**src/rtl/alu_ctrl_muldiv.sv**
```systemverilog
// alu_ctrl_muldiv: execute-stage ALU control decode, single-cycle ALU, and an
// iterative multiply/divide engine that owns the architectural HI/LO registers.
// Ports:
//   clk, reset             rising-edge clock, synchronous active-high reset
//   in_valid               an instruction is presented this cycle
//   ALUOp, funct           main-control opcode and R-type function field
//   src_a, src_b           operands (rs, rt/immediate)
//   alu_op_out             decoded 4-bit ALU control code (combinational)
//   result, zero, overflow ALU/MFHI/MFLO result and flags (combinational)
//   busy                   mul/div engine iterating
//   stall                  hold the pipeline, instruction not accepted (combinational)
//   md_done                one-cycle pulse after HI/LO are written
module alu_ctrl_muldiv #(
    parameter int unsigned WIDTH = 32,
    parameter int unsigned CNT_W = 6
) (
    input  logic             clk,
    input  logic             reset,
    input  logic             in_valid,
    input  logic [1:0]       ALUOp,
    input  logic [5:0]       funct,
    input  logic [WIDTH-1:0] src_a,
    input  logic [WIDTH-1:0] src_b,
    output logic [3:0]       alu_op_out,
    output logic [WIDTH-1:0] result,
    output logic             zero,
    output logic             overflow,
    output logic             busy,
    output logic             stall,
    output logic             md_done
);

    localparam int unsigned W2 = 2 * WIDTH;

    localparam logic [3:0] C_AND  = 4'b0000;
    localparam logic [3:0] C_OR   = 4'b0001;
    localparam logic [3:0] C_ADD  = 4'b0010;
    localparam logic [3:0] C_XOR  = 4'b0011;
    localparam logic [3:0] C_SLTU = 4'b0101;
    localparam logic [3:0] C_SUB  = 4'b0110;
    localparam logic [3:0] C_SLT  = 4'b0111;
    localparam logic [3:0] C_MD   = 4'b1000;
    localparam logic [3:0] C_MFHI = 4'b1001;
    localparam logic [3:0] C_MFLO = 4'b1010;
    localparam logic [3:0] C_NOR  = 4'b1100;

    typedef enum logic {S_IDLE, S_RUN} state_e;

    state_e             state_q, state_d;
    logic [CNT_W-1:0]   cnt_q, cnt_d;
    logic [W2-1:0]      work_q, work_d;      // mul: {acc, multiplier}; div: {rem, quotient}
    logic [WIDTH-1:0]   opb_q, opb_d;        // multiplicand or divisor magnitude
    logic               is_div_q, is_div_d;
    logic               neg_q, neg_d;        // negate product / quotient
    logic               neg_rem_q, neg_rem_d; // remainder takes dividend sign
    logic               bzero_q, bzero_d;
    logic [WIDTH-1:0]   hi_q, hi_d, lo_q, lo_d;
    logic               md_done_q, md_done_d;

    // ALU control decode
    logic [3:0] code;
    logic       illegal;
    always_comb begin
        code    = C_AND;
        illegal = 1'b0;
        case (ALUOp)
            2'b00: code = C_ADD;
            2'b01: code = C_SUB;
            2'b11: code = C_SLT;
            default: begin
                case (funct)
                    6'b100000, 6'b100001: code = C_ADD;
                    6'b100010, 6'b100011: code = C_SUB;
                    6'b100100: code = C_AND;
                    6'b100101: code = C_OR;
                    6'b100110: code = C_XOR;
                    6'b100111: code = C_NOR;
                    6'b101010: code = C_SLT;
                    6'b101011: code = C_SLTU;
                    6'b011000, 6'b011001, 6'b011010, 6'b011011: code = C_MD;
                    6'b010000: code = C_MFHI;
                    6'b010010: code = C_MFLO;
                    default: illegal = 1'b1;
                endcase
            end
        endcase
    end

    // Single-cycle ALU
    logic [WIDTH-1:0] sum, diff;
    logic             add_signed, sub_signed, ovf_add, ovf_sub;
    assign sum  = src_a + src_b;
    assign diff = src_a - src_b;
    assign add_signed = (ALUOp == 2'b00) || (ALUOp == 2'b10 && funct == 6'b100000);
    assign sub_signed = (ALUOp == 2'b01) || (ALUOp == 2'b10 && funct == 6'b100010);
    assign ovf_add = (src_a[WIDTH-1] == src_b[WIDTH-1]) && (sum[WIDTH-1] != src_a[WIDTH-1]);
    assign ovf_sub = (src_a[WIDTH-1] != src_b[WIDTH-1]) && (diff[WIDTH-1] != src_a[WIDTH-1]);

    always_comb begin
        result = '0;
        case (code)
            C_AND:  result = src_a & src_b;
            C_OR:   result = src_a | src_b;
            C_ADD:  result = sum;
            C_XOR:  result = src_a ^ src_b;
            C_NOR:  result = ~(src_a | src_b);
            C_SUB:  result = diff;
            C_SLT:  result = WIDTH'($signed(src_a) < $signed(src_b));
            C_SLTU: result = WIDTH'(src_a < src_b);
            C_MFHI: result = hi_q;
            C_MFLO: result = lo_q;
            default: result = '0;
        endcase
        // unknown funct decodes to AND but must not produce a value
        if (illegal) begin
            result = '0;
        end
    end

    assign alu_op_out = code;
    assign zero       = (result == '0);
    assign overflow   = (add_signed && code == C_ADD && ovf_add) ||
                        (sub_signed && code == C_SUB && ovf_sub);

    // Engine operand preparation (funct[1]: divide, funct[0]: unsigned)
    logic             md_signed, a_neg, b_neg, md_issue;
    logic [WIDTH-1:0] a_mag, b_mag;
    assign md_signed = ~funct[0];
    assign a_neg     = md_signed & src_a[WIDTH-1];
    assign b_neg     = md_signed & src_b[WIDTH-1];
    assign a_mag     = a_neg ? (WIDTH'(0) - src_a) : src_a;
    assign b_mag     = b_neg ? (WIDTH'(0) - src_b) : src_b;
    assign md_issue  = in_valid && (state_q == S_IDLE) && (code == C_MD);

    // One shift-add or restoring-divide iteration
    logic [WIDTH:0]   mul_acc, div_r, div_diff;
    logic             div_ge;
    logic [W2-1:0]    mul_next, div_next, step, prod_fix;
    logic [WIDTH-1:0] quo, rem, quo_fix, rem_fix;
    always_comb begin
        mul_acc  = work_q[0] ? ({1'b0, work_q[W2-1:WIDTH]} + {1'b0, opb_q})
                             : {1'b0, work_q[W2-1:WIDTH]};
        mul_next = {mul_acc, work_q[WIDTH-1:1]};
        div_r    = {work_q[W2-1:WIDTH], work_q[WIDTH-1]};
        div_diff = div_r - {1'b0, opb_q};
        div_ge   = ~div_diff[WIDTH];
        div_next = {(div_ge ? div_diff[WIDTH-1:0] : div_r[WIDTH-1:0]),
                    work_q[WIDTH-2:0], div_ge};
        step     = is_div_q ? div_next : mul_next;
        prod_fix = neg_q ? (W2'(0) - step) : step;
        quo      = step[WIDTH-1:0];
        rem      = step[W2-1:WIDTH];
        quo_fix  = neg_q ? (WIDTH'(0) - quo) : quo;
        rem_fix  = neg_rem_q ? (WIDTH'(0) - rem) : rem;
    end

    // Engine next-state
    always_comb begin
        state_d   = state_q;
        cnt_d     = cnt_q;
        work_d    = work_q;
        opb_d     = opb_q;
        is_div_d  = is_div_q;
        neg_d     = neg_q;
        neg_rem_d = neg_rem_q;
        bzero_d   = bzero_q;
        hi_d      = hi_q;
        lo_d      = lo_q;
        md_done_d = 1'b0;
        case (state_q)
            S_IDLE: begin
                if (md_issue) begin
                    state_d   = S_RUN;
                    cnt_d     = '0;
                    work_d    = {WIDTH'(0), a_mag};
                    opb_d     = b_mag;
                    is_div_d  = funct[1];
                    neg_d     = a_neg ^ b_neg;
                    neg_rem_d = a_neg;
                    bzero_d   = (src_b == '0);
                end
            end
            default: begin
                work_d = step;
                cnt_d  = cnt_q + CNT_W'(1);
                if (cnt_q == CNT_W'(WIDTH - 1)) begin
                    state_d   = S_IDLE;
                    md_done_d = 1'b1;
                    if (!is_div_q) begin
                        {hi_d, lo_d} = prod_fix;
                    end else if (bzero_q) begin
                        // remainder magnitude is |a|; sign fix-up restores a itself
                        lo_d = '1;
                        hi_d = rem_fix;
                    end else begin
                        lo_d = quo_fix;
                        hi_d = rem_fix;
                    end
                end
            end
        endcase
    end

    // Engine state register
    always_ff @(posedge clk) begin
        if (reset) begin
            state_q   <= S_IDLE;
            cnt_q     <= '0;
            work_q    <= '0;
            opb_q     <= '0;
            is_div_q  <= 1'b0;
            neg_q     <= 1'b0;
            neg_rem_q <= 1'b0;
            bzero_q   <= 1'b0;
            hi_q      <= '0;
            lo_q      <= '0;
            md_done_q <= 1'b0;
        end else begin
            state_q   <= state_d;
            cnt_q     <= cnt_d;
            work_q    <= work_d;
            opb_q     <= opb_d;
            is_div_q  <= is_div_d;
            neg_q     <= neg_d;
            neg_rem_q <= neg_rem_d;
            bzero_q   <= bzero_d;
            hi_q      <= hi_d;
            lo_q      <= lo_d;
            md_done_q <= md_done_d;
        end
    end

    assign busy    = (state_q == S_RUN);
    assign md_done = md_done_q;
    assign stall   = in_valid && busy && (code == C_MD || code == C_MFHI || code == C_MFLO);

endmodule

```
**config.mk**
```make
export PLATFORM = sky130hd
export DESIGN_NAME = alu_ctrl_muldiv
export DESIGN_NICKNAME = d
export VERILOG_FILES = /design/src/rtl/alu_ctrl_muldiv.sv
export SDC_FILE = /design/constraint.sdc
export NUM_CORES = 1
export LEC_CHECK = 0
export ABC_CLOCK_PERIOD_IN_PS = 14800
export CAP_MARGIN = 20
export CORE_UTILIZATION = 55
export CTS_BUF_LIST = sky130_fd_sc_hd__clkbuf_8
export CTS_CLUSTER_SIZE = 25
export DETAILED_ROUTE_END_ITERATION = 10
export PLACE_DENSITY_LB_ADDON = 0.05
export SLEW_MARGIN = 10
export SYNTH_ARGS = -nofsm -noshare
export SYNTH_HDL_FRONTEND = slang
export SYNTH_SLANG_ARGS = --single-unit
```
**constraint.sdc**
```tcl
create_clock -name clk -period 14.8 [get_ports clk]
set_clock_uncertainty 0.2 [all_clocks]
set_input_delay 2.96 -clock clk [delete_from_list [all_inputs] [get_ports clk]]
set_output_delay 2.96 -clock clk [all_outputs]
set_load 0.02 [all_outputs]
```
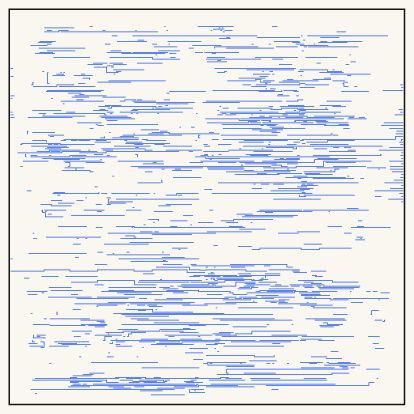
(images/layer_met3.png)
(2 px per micron)
nets with wire on the layer: 568
main direction: horizontal
longest straight run: 75.4 microns
share of all routed wire: 12%
wire length on this layer: 10300 microns

==> notes.md <==
Results of the full flow below.

Outcome:
- The flow ran to the end, and the final reports show no timing, DRC or antenna violations.

Global route:
- The run puts the global route total overflow at 0.
- met1 track demand over resource after global routing is 0.622.
- met2 is the most crowded layer.

Cells and area:
- The run gives the clock tree cell share of total cell area as 0.0185.
- Measured on the finished design, the core utilization comes to 0.608.
- The run gives the fraction of final layout cells with drive strength greater than 1 as 0.0525.

Timing:
- Across all setup checks in the final design, the least slack found is 2330 ps.
- The run puts the slew of the pin with the lowest slew margin at 1120 ps.
- The max-slew check reports its worst relative slack as 0.246.
- Summed over all failing endpoints, the final setup total negative slack is 0 ps.

Synth:
- The synthesis run shows the most used standard cells to be 358 x sky130_fd_sc_hd__nor2_1, 268 x sky130_fd_sc_hd__a21oi_1, 228 x sky130_fd_sc_hd__nand2_1.
- The run puts the count of synthesis-stage warnings from yosys at 0.
- In the synthesized netlist, the dominant kind of combinational cell is AND-OR/OR-AND gates.
- The run gives the post-synthesis simple-gate area fraction as 0.221.
- The run puts the total nets after synthesis at 3224.
- The run puts the count of flip-flops with a built-in enable after synthesis at 0.

Power:
- The run puts the part of the total power dissipated in combinational logic at 0.343.

Detailed routing:
- The run gives the routed length per instance as 25.6 microns.

Worst setup path:
- The run puts the worst reg2reg path depth at 26.

Place:
- The run puts the routability-driven placement congestion ratio at 1.05.

Flow run:
- The run gives the number of warning messages in the logs as 90.

Die:
- The run puts the die outline area at 38800 sq um.
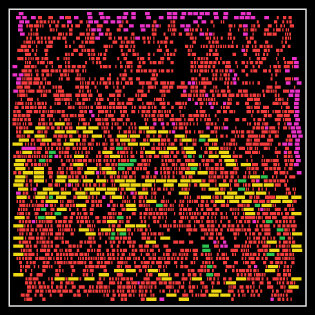
(images/placement_by_type.png)
(1.5 px per micron)
legend:
  other buffers and delay cells:
    colour: magenta
    cells: 160
  flops:
    colour: yellow
    cells: 172
  combinational and other logic:
    colour: red
    cells: 2624
  clock drivers and dummy loads:
    colour: green
    cells: 32

==> worst paths after layout <==
check,startpoint,to,slack (ps)
worst max-delay path,funct[0],zero,2330
worst min-delay path,hi_q[8]$_SDFFE_PP0P_,hi_q[8]$_SDFFE_PP0P_,270
worst max register to register,work_q[31]$_SDFFE_PP0P_,hi_q[22]$_SDFFE_PP0P_,6700
worst min register to register,hi_q[8]$_SDFFE_PP0P_,hi_q[8]$_SDFFE_PP0P_,270
==> state kept, by name (all words and copies together) (netlist names), 6 cells and up <==
| signal | count |
|---|---|
| work_q | 64 |
| hi_q | 32 |
| lo_q | 32 |
| opb_q | 32 |
| cnt_q | 6 |
Power and IR drop assume default switching activity.
